--- src/rtl/drv_led_10w_dec.sv ---
// drv_led_10w_dec: latches a 0..9 index and drives 10 LEDs one-hot,
// gated by prescaled PWM brightness and an optional blink generator.
// Ports: i_clk, i_rst (async, high), i_val[3:0], i_load, i_blink,
//   i_bright[2:0] -> o_drv_led[9:0], o_unknown, o_change.
// Params: p_scale (tick = 2^p_scale clks), p_blink, p_mode.
// Macro DRV_LED_PWM_EN builds the PWM stage; otherwise pwm is always on.
module drv_led_10w_dec #(
  parameter int unsigned p_scale = 5,
  parameter int unsigned p_blink = 6,
  parameter string       p_mode  = "pullup"
) (
  input  logic       i_clk,
  input  logic       i_rst,
  input  logic [3:0] i_val,
  input  logic       i_load,
  input  logic       i_blink,
  input  logic [2:0] i_bright,
  output logic [9:0] o_drv_led,
  output logic       o_unknown,
  output logic       o_change
);

  localparam bit PullUp = (p_mode == "pullup");
  localparam logic [9:0] Dark = PullUp ? 10'h3FF : 10'h000;

  logic [p_scale-1:0] pre_q, pre_d;
  logic [p_blink-1:0] blk_q, blk_d;
  logic [3:0]         val_q, val_d;
  logic               en_q, en_d;
  logic               unk_q, unk_d;
  logic               chg_q, chg_d;
  logic [9:0]         led_q, led_d;
  logic [9:0]         lit;
  logic               tick;
  logic               valid;
  logic               pwm_on;
  logic               blink_on;

  assign tick  = &pre_q;
  assign pre_d = pre_q + 1'b1;
  assign valid = (i_val <= 4'd9);

`ifdef DRV_LED_PWM_EN
  logic [2:0] pwm_q, pwm_d;

  // Loads never touch the PWM frame.
  assign pwm_d  = tick ? pwm_q + 3'd1 : pwm_q;
  assign pwm_on = (pwm_q <= i_bright);

  always_ff @(posedge i_clk or posedge i_rst) begin
    if (i_rst) pwm_q <= '0;
    else       pwm_q <= pwm_d;
  end
`else
  logic unused_bright;

  assign unused_bright = ^i_bright;
  assign pwm_on        = 1'b1;
`endif

  assign blink_on = ~i_blink | ~blk_q[p_blink-1];

  always_comb begin
    val_d = val_q;
    en_d  = en_q;
    unk_d = unk_q;
    chg_d = 1'b0;
    blk_d = tick ? blk_q + 1'b1 : blk_q;
    if (i_load) begin
      // Clear wins over a same-cycle tick.
      blk_d = '0;
      if (valid) begin
        val_d = i_val;
        en_d  = 1'b1;
        unk_d = 1'b0;
        chg_d = ~en_q | (val_q != i_val);
      end else begin
        en_d  = 1'b0;
        unk_d = 1'b1;
      end
    end
  end

  always_comb begin
    lit = '0;
    for (int i = 0; i < 10; i++) begin
      lit[i] = en_q & (val_q == 4'(i)) & pwm_on & blink_on;
    end
    led_d = PullUp ? ~lit : lit;
  end

  always_ff @(posedge i_clk or posedge i_rst) begin
    if (i_rst) begin
      pre_q <= '0;
      blk_q <= '0;
      val_q <= '0;
      en_q  <= 1'b0;
      unk_q <= 1'b0;
      chg_q <= 1'b0;
      led_q <= Dark;
    end else begin
      pre_q <= pre_d;
      blk_q <= blk_d;
      val_q <= val_d;
      en_q  <= en_d;
      unk_q <= unk_d;
      chg_q <= chg_d;
      led_q <= led_d;
    end
  end

  assign o_drv_led = led_q;
  assign o_unknown = unk_q;
  assign o_change  = chg_q;

endmodule

--- config.mk ---
export PLATFORM = sky130hd
export DESIGN_NAME = drv_led_10w_dec
export DESIGN_NICKNAME = d
export VERILOG_FILES = /design/src/rtl/drv_led_10w_dec.sv
export SDC_FILE = /design/constraint.sdc
export NUM_CORES = 1
export LEC_CHECK = 0
export ABC_AREA = 0
export CAP_MARGIN = 40
export CORE_MARGIN = 5
export CORE_UTILIZATION = 52
export CTS_CLUSTER_SIZE = 8
export DETAILED_ROUTE_END_ITERATION = 7
export PLACE_DENSITY = 0.81
export SLEW_MARGIN = 20
export SYNTH_ARGS = -nofsm -noshare
export SYNTH_HDL_FRONTEND = slang
export SYNTH_SLANG_ARGS = --single-unit
--- constraint.sdc ---
create_clock -name i_clk -period 4.4 [get_ports i_clk]
set_input_delay 1.1 -clock i_clk [delete_from_list [all_inputs] [get_ports i_clk]]
set_output_delay 1.1 -clock i_clk [all_outputs]
set_load 0.005 [all_outputs]
logic_types.png
Scale: 4 px per µm.
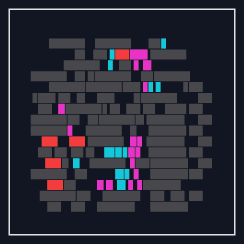
- cyan: nor cells (cells 12; most used nor2_1)
- red: mux cells (cells 5; most used mux2_2)
- magenta: nand cells (cells 16; most used nand2_1)
most instantiated logic cell after routing: sky130_fd_sc_hd__clkdlybuf4s50_1
non-filler instance count after layout: 137
fraction of area in multi-input gates: 0.268

io_placement.png
Scale: 8 px per µm. Pins as bars across the die edge, other pins in grey.
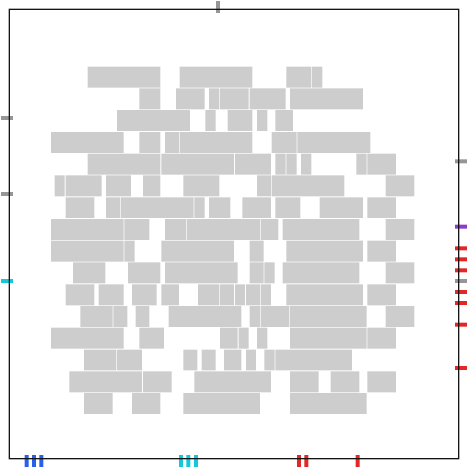
- red: o_drv_led (pins 10; direction output; edge 7 right, 3 bottom)
- cyan: i_val (pins 4; direction input; edge 3 bottom, 1 left)
- blue: i_bright (pins 3; direction input; edge bottom)
- purple: i_blink (pins 1; direction input; edge right)
- all pins by edge: 10 right, 9 bottom, 3 left, 1 top
Die Span Y: 56.0 µm
x dimension of the die: 56.0 µm
IO buf count: 19

==> summary.txt <==
From the run reports.

- The non-clock buffer instance count of the final layout reads 20.
- In this run, the synthesized area fraction spent on adder and majority cells is recorded as 0.0341.
- The inserted tap cell count is 27.
- The final hold slack reads 0.462 ns.
- The number of cells upsized or downsized after cts reads 0.
- The worst setup timing slack at the placement stage is 1.89 ns.
- The destination of the worst hold path is pre_q[0].
- Of the total synthesized cell area, the portion taken by XOR and XNOR cells is 0.0796.
- The routability congestion estimate from global placement is 0.819.
- Entering global routing, the biggest net connects 18 pins.
- Traced cell by cell, the critical path runs through clkdlybuf4s50_1.
- Counting every instance in the synthesized netlist gives 87.
- The setup slack of the critical path after layout is 1.94 ns.
- For flop-to-flop paths, the worst setup slack is 2.64 ns.
- The critical path launch point type reads a register.
- STA classifies the critical path endpoint as a primary output.
- The portion of total power attributed to combinational logic is 0.112.
- The routed design shows a via density per instance of 4.88.
- The final-layout clock-cell area share is 0.0344.
- The chip area reads 0.00313 mm².
- STA lists the maximum fanout along the critical path as 1.
- After synthesis, the largest family of logic cells by area is simple AND/OR/NAND/NOR gates.
- After synthesis, the netlist uses 24 different library cells.
- At the worst endpoint, the arrival time is 1.36 ns.
- In the final layout, flip-flops and latches occupy 713 µm².
- The first global-routing pass estimated 3.07 mm of wire.
- As reported, the later end of the worst-skew pair has a clock insertion delay of 0.32 ns.
- The capture instance of the worst register-to-register path is blk_q[5].
- Setup repair after global routing left no endpoint under its margin.
- Of the cells placed in the final design, the portion with a size suffix greater than 1 is 0.191.
- The warning total across the stage logs reads 29.
- The clock buffer count from CTS reads 3.
- The via count of the first global-routing pass reads 675.
- The final non-filler cell area is 0.00138 mm².
- Compared with the post-synthesis result, the final layout area differs by 25.6%.
- The post-placement cell area is 0.00133 mm².
- The startpoint of the tightest hold check path reads pre_q[0].
- Measured on the final layout, buffering overhead outside the clock network stands at 0.149.
- The fraction of power consumed by the clock network is 0.296.
- The time the worst path needs with I/O delays and setup reads 2.46 ns.
- The routed layout reports a DRC error count of 0.
- The number of levels the H-tree was split into reads 1.
- The clock tree skew after final layout reads 0.00333 ns.
- The count of buffering cells on the critical path with inverters included reads 1.
- The worst supply voltage drop on vdd reads 0.251 mV.
- The depth of the worst register-to-register path is 6.
- The sequential fraction of the synthesis area reads 0.648.
- The total global routing overflow reads 0.
- The period utilization reads 0.560.
- The script logs the mean routed wire length per placed instance as 12.1 µm.
- The path category of the worst min-delay check is reg2reg.
- The end-of-flow core utilization is 0.697.
- In this run the number of cells on the critical path is 1.
- The global-route usage over all layers reads 0.121.
- The synthesis report lists the most area-consuming cells as sky130_fd_sc_hd__dfrtp_1 (41%), sky130_fd_sc_hd__dfstp_2 (24%), sky130_fd_sc_hd__xor2_1 (5.6%), sky130_fd_sc_hd__mux2_2 (4.1%), sky130_fd_sc_hd__ha_1 (3.4%).
- Summing every instance area after synthesis gives 0.00110 mm².
- For the worst setup path, the data required time is 3.30 ns.
- The final-layout clock buffer total reads 4.
- The core footprint is 0.00198 mm².
- The setup fix buffers added after clock tree synthesis is 0.
- In the layout the commonest cells are sky130_fd_sc_hd__clkdlybuf4s50_1 (19), sky130_fd_sc_hd__dfrtp_1 (18), sky130_fd_sc_hd__dfstp_2 (10), sky130_fd_sc_hd__nand2_1 (9).
- In the Yosys report the total cell count is 87.
- Looking at the clock tree report, the maximum root-to-sink buffer count equals 2.
- The slowest stage cell on the critical path reads sky130_fd_sc_hd__dfstp_2.
- The number of routed nets with antenna violations is 0.
- Of the post-synthesis cell area, the part taken by muxes is 0.0501.
- The final-report max-slew violation count is 0.
- Of all cell types, the one taking the most synthesized area is sky130_fd_sc_hd__dfrtp_1.
- The net count after synthesis is 101.
- The share of power burned in registers is 0.592.
- The run finished with clean final reports.
- The cell chosen for the clock root is sky130_fd_sc_hd__clkbuf_4.
- The iteration count recorded for the first detailed-route pass is 4.
- Among all cell classes, the greatest summed area belongs to flip-flops and latches.
- The tally of filler cells in the layout is 152.
- The switching power as a share of total power reads 0.224.
- The kind of cell adding the most delay to the critical path is flip-flops.
- The number of cells on the worst hold path reads 1.
- Of the post-synthesis cell area, the dominant cell type holds 0.410.
- The number of flip-flops and latches in the synthesized netlist is 28.
- Of the total standard cell area in the layout, the sequential portion is 0.516.
- The number of multi-input combinational cells in the layout is 55.
- The switching power total is 0.000107 W.
- For this block, the via count after detailed routing is 668.
- The logic area is 370 µm².
- Across the run, the number of max-cap violations was 0.
- The clock tree from TritonCTS reads done.
- The static power due to leakage reads 0.604 nW.
- Per the layout report, the design carries 3 non-clock inverters.
- For this run the detailed placement stage logged an HPWL of 1.27 mm.
- For this run, the number of Yosys warnings is 0.
- The design draws 0.000479 W.
- The number of flip-flops and latches reads 28.
- The final-report setup violation count is 0.
- Hold-check failures listed in the final report amount to 0.
- The accumulated negative setup slack reads 0 ns.
- The longest individual stage delay on the worst path is 0.55 ns.
- The power per unit of standard cell area is 347 mW/mm².
- According to the Yosys statistics, the synthesized design has a chip area of 0.00110 mm².
- The total wire length reads 1.65 mm.
- The synthesized area divided by synthesized cell count reads 12.6 µm².
- For reference, the clock transition at the flip-flops on the worst setup and hold paths is 0.15 ns.
- The initial antenna violation count reads 0.
- The number of antenna diodes reads 0.
- The hold-fix buffer count after cts is 0.
- In this run, the number of DRC markers left after iteration 0 of detailed routing was 1.
- Timing would allow up to 406 MHz.
- Of the total synthesized cell area, the portion taken by AND-OR and OR-AND cells is 0.0398.
- Looking at the max-slew report, the worst-margin pin has a slew of 0.597 ns.
- The internal power contribution reads 0.000372 W.
- The site row count reads 16.
- In the floorplan report the effective utilization is 0.555.
- The number of clock sinks is 28.
- The classification of the worst setup path is reg2out.
- The number of placed I/O pins is 23.
- The placed cell count is 133.
- Per the timing report, the most critical flop-to-flop path originates at pre_q[0].
- The final layout net count reads 125.
- The area fraction in and, or, nand and nor cells after synthesis reads 0.133.
- The relative slew slack reads 0.601.
flops_by_reg.png
Scale: 4 px per µm. Other sequential cells in the stronger grey, the rest of the logic in the fainter grey.
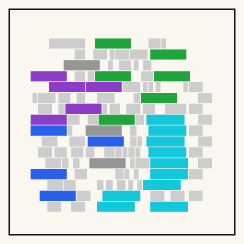
- cyan: o_drv_led (sequential cells 10)
- blue: val_q (sequential cells 4)
- green: blk_q (sequential cells 6)
- purple: pre_q (sequential cells 5)
- not coloured: 3

==> cell usage after synthesis (all sizes together) <==
| master | n |
|---|---|
| a21bo | 1 |
| a21oi | 1 |
| a31oi | 1 |
| and3 | 1 |
| buf | 1 |
| dfrtp | 18 |
| dfstp | 10 |
| ha | 3 |
| inv | 3 |
| mux2 | 4 |
| mux2i | 1 |
| nand2 | 9 |
| nand3 | 5 |
| nand4 | 2 |
| nor2 | 7 |
| nor2b | 2 |
| nor3 | 2 |
| nor3b | 1 |
| o21a | 1 |
| o21ai | 3 |
| or3 | 1 |
| xnor2 | 3 |
| xor2 | 7 |
==> power groups by stage <==
stage / Clock [W] / Combinational, W / Sequential [W]
2_1_floorplan: 0 / 0.0000290 / 0.000287
3_3_place_gp: 0 / 0.0000522 / 0.000288
3_5_place_dp: 0 / 0.0000546 / 0.000288
4_1_cts: 0.000146 / 0.0000550 / 0.000284
5_1_grt: 0.000160 / 0.0000592 / 0.000287
6_report: 0.000142 / 0.0000536 / 0.000284
==> worst max path at each step <==
stage	startpoint	end	slack, ns
5_1_grt	o_drv_led[1]	o_drv_led[1]	1.87
3_5_place_dp	i_load	val_q[1]	1.89
3_3_place_gp	i_load	val_q[0]	1.91
6_report	o_drv_led[7]	o_drv_led[7]	1.94
2_1_floorplan	i_load	val_q[0]	2.52
4_1_cts	o_drv_led[7]	o_drv_led[7]	1.92
==> sequential cells by signal (all words and copies together) (netlist names) <==
| signal | count |
|---|---|
| o_change | 1 |
| pre_q | 5 |
| o_drv_led | 10 |
| o_unknown | 1 |
| en_q | 1 |
| val_q | 4 |
| blk_q | 6 |
==> routing by layer <==
metal  vias to the layer above  share of wire  track usage
met2                        18           0.47        0.185
met4                         0         0.0079       0.0305
li1                        334              -            -
met5                         -              0            0
met1                       314           0.46        0.167
met3                         2          0.061       0.0348
Power figures rest on the tool's default switching activity, not on a simulated workload.
